Fig. 1: cell density map
Drawn at 3 px/um. 11 x 11 tiles, from black (low) to pale yellow (high), 0 to 100% covered.
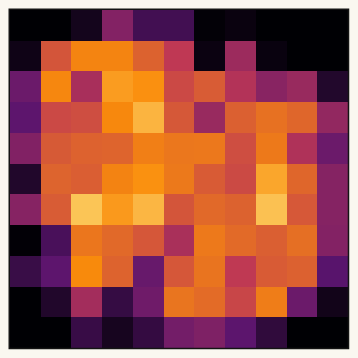
Fig. 2: pin map
Drawn at 3 px/um. Pins as bars across the die edge, other pins in grey.
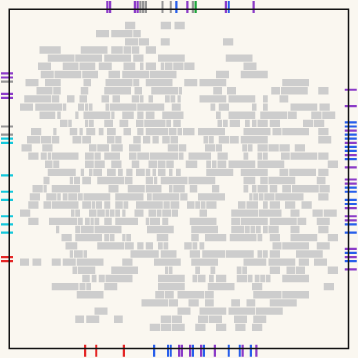
Fig. 3: cells coloured by class
Drawn at 2 px/um.
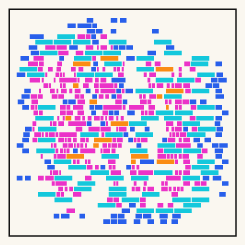
**src/rtl/fp_normalize_pack.sv**
```systemverilog
// ---------------------------------------------------------------------------
// fp_normalize_pack
//
// Back end of the FP adder datapath. Takes the raw unsigned mantissa sum,
// the common exponent from alignment and the result sign, normalizes the
// mantissa one shift per clock, and packs an IEEE-754 style result.
// Overflow forces infinity. Results too small to normalize are flushed to
// zero.
//
// Ports:
//   clk          sole clock, rising edge
//   reset        asynchronous, active-high; clears all state
//   in_valid     upstream sign/exponent/sum are valid
//   in_ready     block can accept a new operand (IDLE only)
//   sign_in      result sign
//   exponent_in  common exponent from alignment
//   sum_in       mantissa sum; [MANT_W+1] carry, [MANT_W] hidden-bit slot
//   out_valid    result and flags are valid (DONE state)
//   out_ready    downstream accepts the result
//   result       packed {sign, exponent, mantissa}
//   overflow     result forced to infinity
//   underflow    nonzero sum flushed to zero
//   zero         result is zero (zero sum or underflow)
//   shift_count  normalization steps taken for this result
// ---------------------------------------------------------------------------
module fp_normalize_pack #(
    parameter int MANT_W = 23,
    parameter int EXP_W  = 8
) (
    input  logic                      clk,
    input  logic                      reset,
    input  logic                      in_valid,
    output logic                      in_ready,
    input  logic                      sign_in,
    input  logic [EXP_W-1:0]          exponent_in,
    input  logic [MANT_W+1:0]         sum_in,
    output logic                      out_valid,
    input  logic                      out_ready,
    output logic [EXP_W+MANT_W:0]     result,
    output logic                      overflow,
    output logic                      underflow,
    output logic                      zero,
    output logic [4:0]                shift_count
);

    localparam logic [EXP_W-1:0] EXP_MAX      = '1;
    localparam logic [EXP_W-1:0] EXP_NEAR_MAX = {{(EXP_W-1){1'b1}}, 1'b0};
    localparam logic [EXP_W-1:0] EXP_ONE      = EXP_W'(1);

    typedef enum logic [1:0] {
        IDLE = 2'd0,
        NORM = 2'd1,
        DONE = 2'd2
    } state_t;

    state_t                  state, state_next;
    logic                    sign_q, sign_next;
    logic [EXP_W-1:0]        exp_q, exp_next;
    logic [MANT_W+1:0]       mant_q, mant_next;
    logic [EXP_W+MANT_W:0]   result_next;
    logic                    overflow_next, underflow_next, zero_next;
    logic [4:0]              shift_count_next;

    logic [EXP_W+MANT_W:0]   inf_word;
    logic [EXP_W+MANT_W:0]   zero_word;

    assign inf_word  = {sign_q, EXP_MAX, {MANT_W{1'b0}}};
    assign zero_word = {sign_q, {(EXP_W+MANT_W){1'b0}}};

    // NOTE: every signal driven here gets a default first, so no path through
    // the case statement can leave one unassigned and infer a latch.
    always_comb begin
        state_next       = state;
        sign_next        = sign_q;
        exp_next         = exp_q;
        mant_next        = mant_q;
        result_next      = result;
        overflow_next    = overflow;
        underflow_next   = underflow;
        zero_next        = zero;
        shift_count_next = shift_count;
        in_ready         = 1'b0;
        out_valid        = 1'b0;

        case (state)
            IDLE: begin
                // Held low while reset is asserted even though state is IDLE.
                in_ready = ~reset;
                if (in_valid) begin
                    sign_next        = sign_in;
                    exp_next         = exponent_in;
                    mant_next        = sum_in;
                    result_next      = '0;
                    overflow_next    = 1'b0;
                    underflow_next   = 1'b0;
                    zero_next        = 1'b0;
                    shift_count_next = '0;
                    state_next       = NORM;
                end
            end

            NORM: begin
                if (exp_q == EXP_MAX) begin
                    result_next   = inf_word;
                    overflow_next = 1'b1;
                    state_next    = DONE;
                end else if (mant_q == '0) begin
                    result_next = zero_word;
                    zero_next   = 1'b1;
                    state_next  = DONE;
                end else if (mant_q[MANT_W+1]) begin
                    // Carry out: a right shift would push the exponent to
                    // EXP_MAX, which is infinity.
                    if (exp_q == EXP_NEAR_MAX) begin
                        result_next   = inf_word;
                        overflow_next = 1'b1;
                        state_next    = DONE;
                    end else begin
                        mant_next        = mant_q >> 1;
                        exp_next         = exp_q + EXP_ONE;
                        shift_count_next = shift_count + 5'd1;
                    end
                end else if (mant_q[MANT_W]) begin
                    result_next = {sign_q, exp_q, mant_q[MANT_W-1:0]};
                    state_next  = DONE;
                end else if (exp_q <= EXP_ONE) begin
                    // No denormals: anything that cannot normalize flushes.
                    result_next    = zero_word;
                    underflow_next = 1'b1;
                    zero_next      = 1'b1;
                    state_next     = DONE;
                end else begin
                    mant_next        = mant_q << 1;
                    exp_next         = exp_q - EXP_ONE;
                    shift_count_next = shift_count + 5'd1;
                end
            end

            DONE: begin
                out_valid = 1'b1;
                if (out_ready) begin
                    state_next = IDLE;
                end
            end

            default: begin
                state_next = IDLE;
            end
        endcase
    end

    // NOTE: state is updated with non-blocking assignments so every register
    // samples the values computed above from the same pre-edge state.
    // NOTE: the working registers are reset too, so an aborted operation
    // leaves nothing behind on result or the flags.
    always_ff @(posedge clk or posedge reset) begin
        if (reset) begin
            state       <= IDLE;
            sign_q      <= 1'b0;
            exp_q       <= '0;
            mant_q      <= '0;
            result      <= '0;
            overflow    <= 1'b0;
            underflow   <= 1'b0;
            zero        <= 1'b0;
            shift_count <= '0;
        end else begin
            state       <= state_next;
            sign_q      <= sign_next;
            exp_q       <= exp_next;
            mant_q      <= mant_next;
            result      <= result_next;
            overflow    <= overflow_next;
            underflow   <= underflow_next;
            zero        <= zero_next;
            shift_count <= shift_count_next;
        end
    end

endmodule

```
**config.mk**
```make
export PLATFORM = sky130hd
export DESIGN_NAME = fp_normalize_pack
export DESIGN_NICKNAME = d
export VERILOG_FILES = /design/src/rtl/fp_normalize_pack.sv
export SDC_FILE = /design/constraint.sdc
export NUM_CORES = 1
export LEC_CHECK = 0
export CORE_MARGIN = 3
export CORE_UTILIZATION = 35
export CTS_CLUSTER_SIZE = 12
export DETAILED_ROUTE_END_ITERATION = 7
export GPL_ROUTABILITY_DRIVEN = 0
export SETUP_SLACK_MARGIN = 0.5
export SLEW_MARGIN = 20
export SYNTH_ARGS = -nofsm -noshare
export SYNTH_HDL_FRONTEND = slang
export SYNTH_SLANG_ARGS = --single-unit
```
**constraint.sdc**
```tcl
create_clock -name clk -period 2.6 [get_ports clk]
set_input_delay 0.78 -clock clk [delete_from_list [all_inputs] [get_ports clk]]
set_output_delay 0.78 -clock clk [all_outputs]
set_load 0.02 [all_outputs]
```
==> run notes <==
impl run done, here's what came out: worst IR drop on VDD=between 0.4 and 0.5 mV, top cells by area=dfrtp_1 48%, o21ai_0 6.2%, a22o_1 5.9%, a222oi_1 5.0%, mux2_4 2.3%, crit path max fanout=6, initial antenna violation count=0, Worst setup EP type=flop, Pre-antenna DRT Iters=5, actual slew at the worst max-slew pin=406 ps, wire length per cell=between 15 and 20 um, Mapped Avg Cell Area=10.5 um2, buffering overhead=20.9%, maxcap violations=0, reg2reg start=exp_q[1], minimum clock period=2150 ps, Slew Viols, Final=0, Setup TNS=0 ps, Syn Std Cell Area=about 4000 um2, largest registers=result x32, mant_q x25, exp_q x8, CLK BUF=9, outcome=finished, final reports clean, first-pass GRT wire length=approximately 18,000 um, Hold Fails Final Rpt=0, WS Path Type=flop to flop, crit-path max cell delay=roughly 470 ps, Max Clock Skew=8.16 ps, worst path cell trace=inv_2 > ha_4 > or2_4 > a31oi_4 > buf_4 > o211ai_4 > nand3b_4 > buf_12 > mux2_4, final wirelength=11,700 um, Worst-Skew Late Latency=340 ps, Antenna Cells=0, H-tree Lvls=3, tool warning count=31, Top Consumer=combinational logic, DRT iter0 DRCs=between 200 and 300, fmax=roughly 0.47 GHz
-- Fig. 1 (at the start) --
7.4% of the tiles are over 75% full. The mean over all tiles is 43%. The emptiest ninth of the die: top right. The fullest tile reaches 87%. 12% of the tiles are nearly empty. The densest ninth of the die: middle.

-- Fig. 2 (at the start) --
Key: cyan = `exponent_in` [pins 8, direction input, edge left]; green = `zero` [pins 1, direction output, edge top]; purple = `result` [pins 32, direction output, edge 14 right, 7 bottom, 7 top, 4 left]; red = `shift_count` [pins 5, direction output, edge 3 bottom, 2 left]; blue = `sum_in` [pins 25, direction input, edge 15 right, 8 bottom, 2 top]
All pins by edge: 29 right, 18 bottom, 17 left, 16 top.
die x size: 113 um
Die H: 113 um
Port Buf Inserts: 79

-- Fig. 3 (at the start) --
Key: blue = remaining buffers and delay cells [cells 116, share of their area 22%]; orange = clock drivers and dummy loads [cells 16, share of their area 5.2%]; cyan = registers [cells 76, share of their area 35%]; magenta = remaining logic cells [cells 270, share of their area 38%]

-- metal layers --
layer / up-vias / global-route usage (%) / wire (um)
met5: - / 0 / 0
met4: 0 / 3.85 / 133
met3: 13 / 4.10 / 640
met2: 138 / 29.3 / 5810
met1: 1761 / 23.5 / 5140
li1: 1653 / - / -
-- cell families (layout without fill, tap and decap cells) --
group,count (synthesis),count (layout),share of synthesized area (%)
AND-OR/OR-AND,150,150,28.1
AND/OR/NAND/NOR,86,89,12.0
flip-flops,76,76,47.8
buffers and inverters,46,143,5.79
multiplexers,14,14,4.44
adder cells (fa/ha/maj),5,5,1.57
XOR/XNOR,1,1,0.220
-- worst max-delay path, delay by kind of cell (launching register included) --
kind	cells	cell delay (ps)
fa+ha+maj	1	170
compound gates	2	290
simple gates	2	420
buf+inv	3	390
mux	1	290
flops	1	470
No activity file was given, so power comes from the tool's default toggle rates.
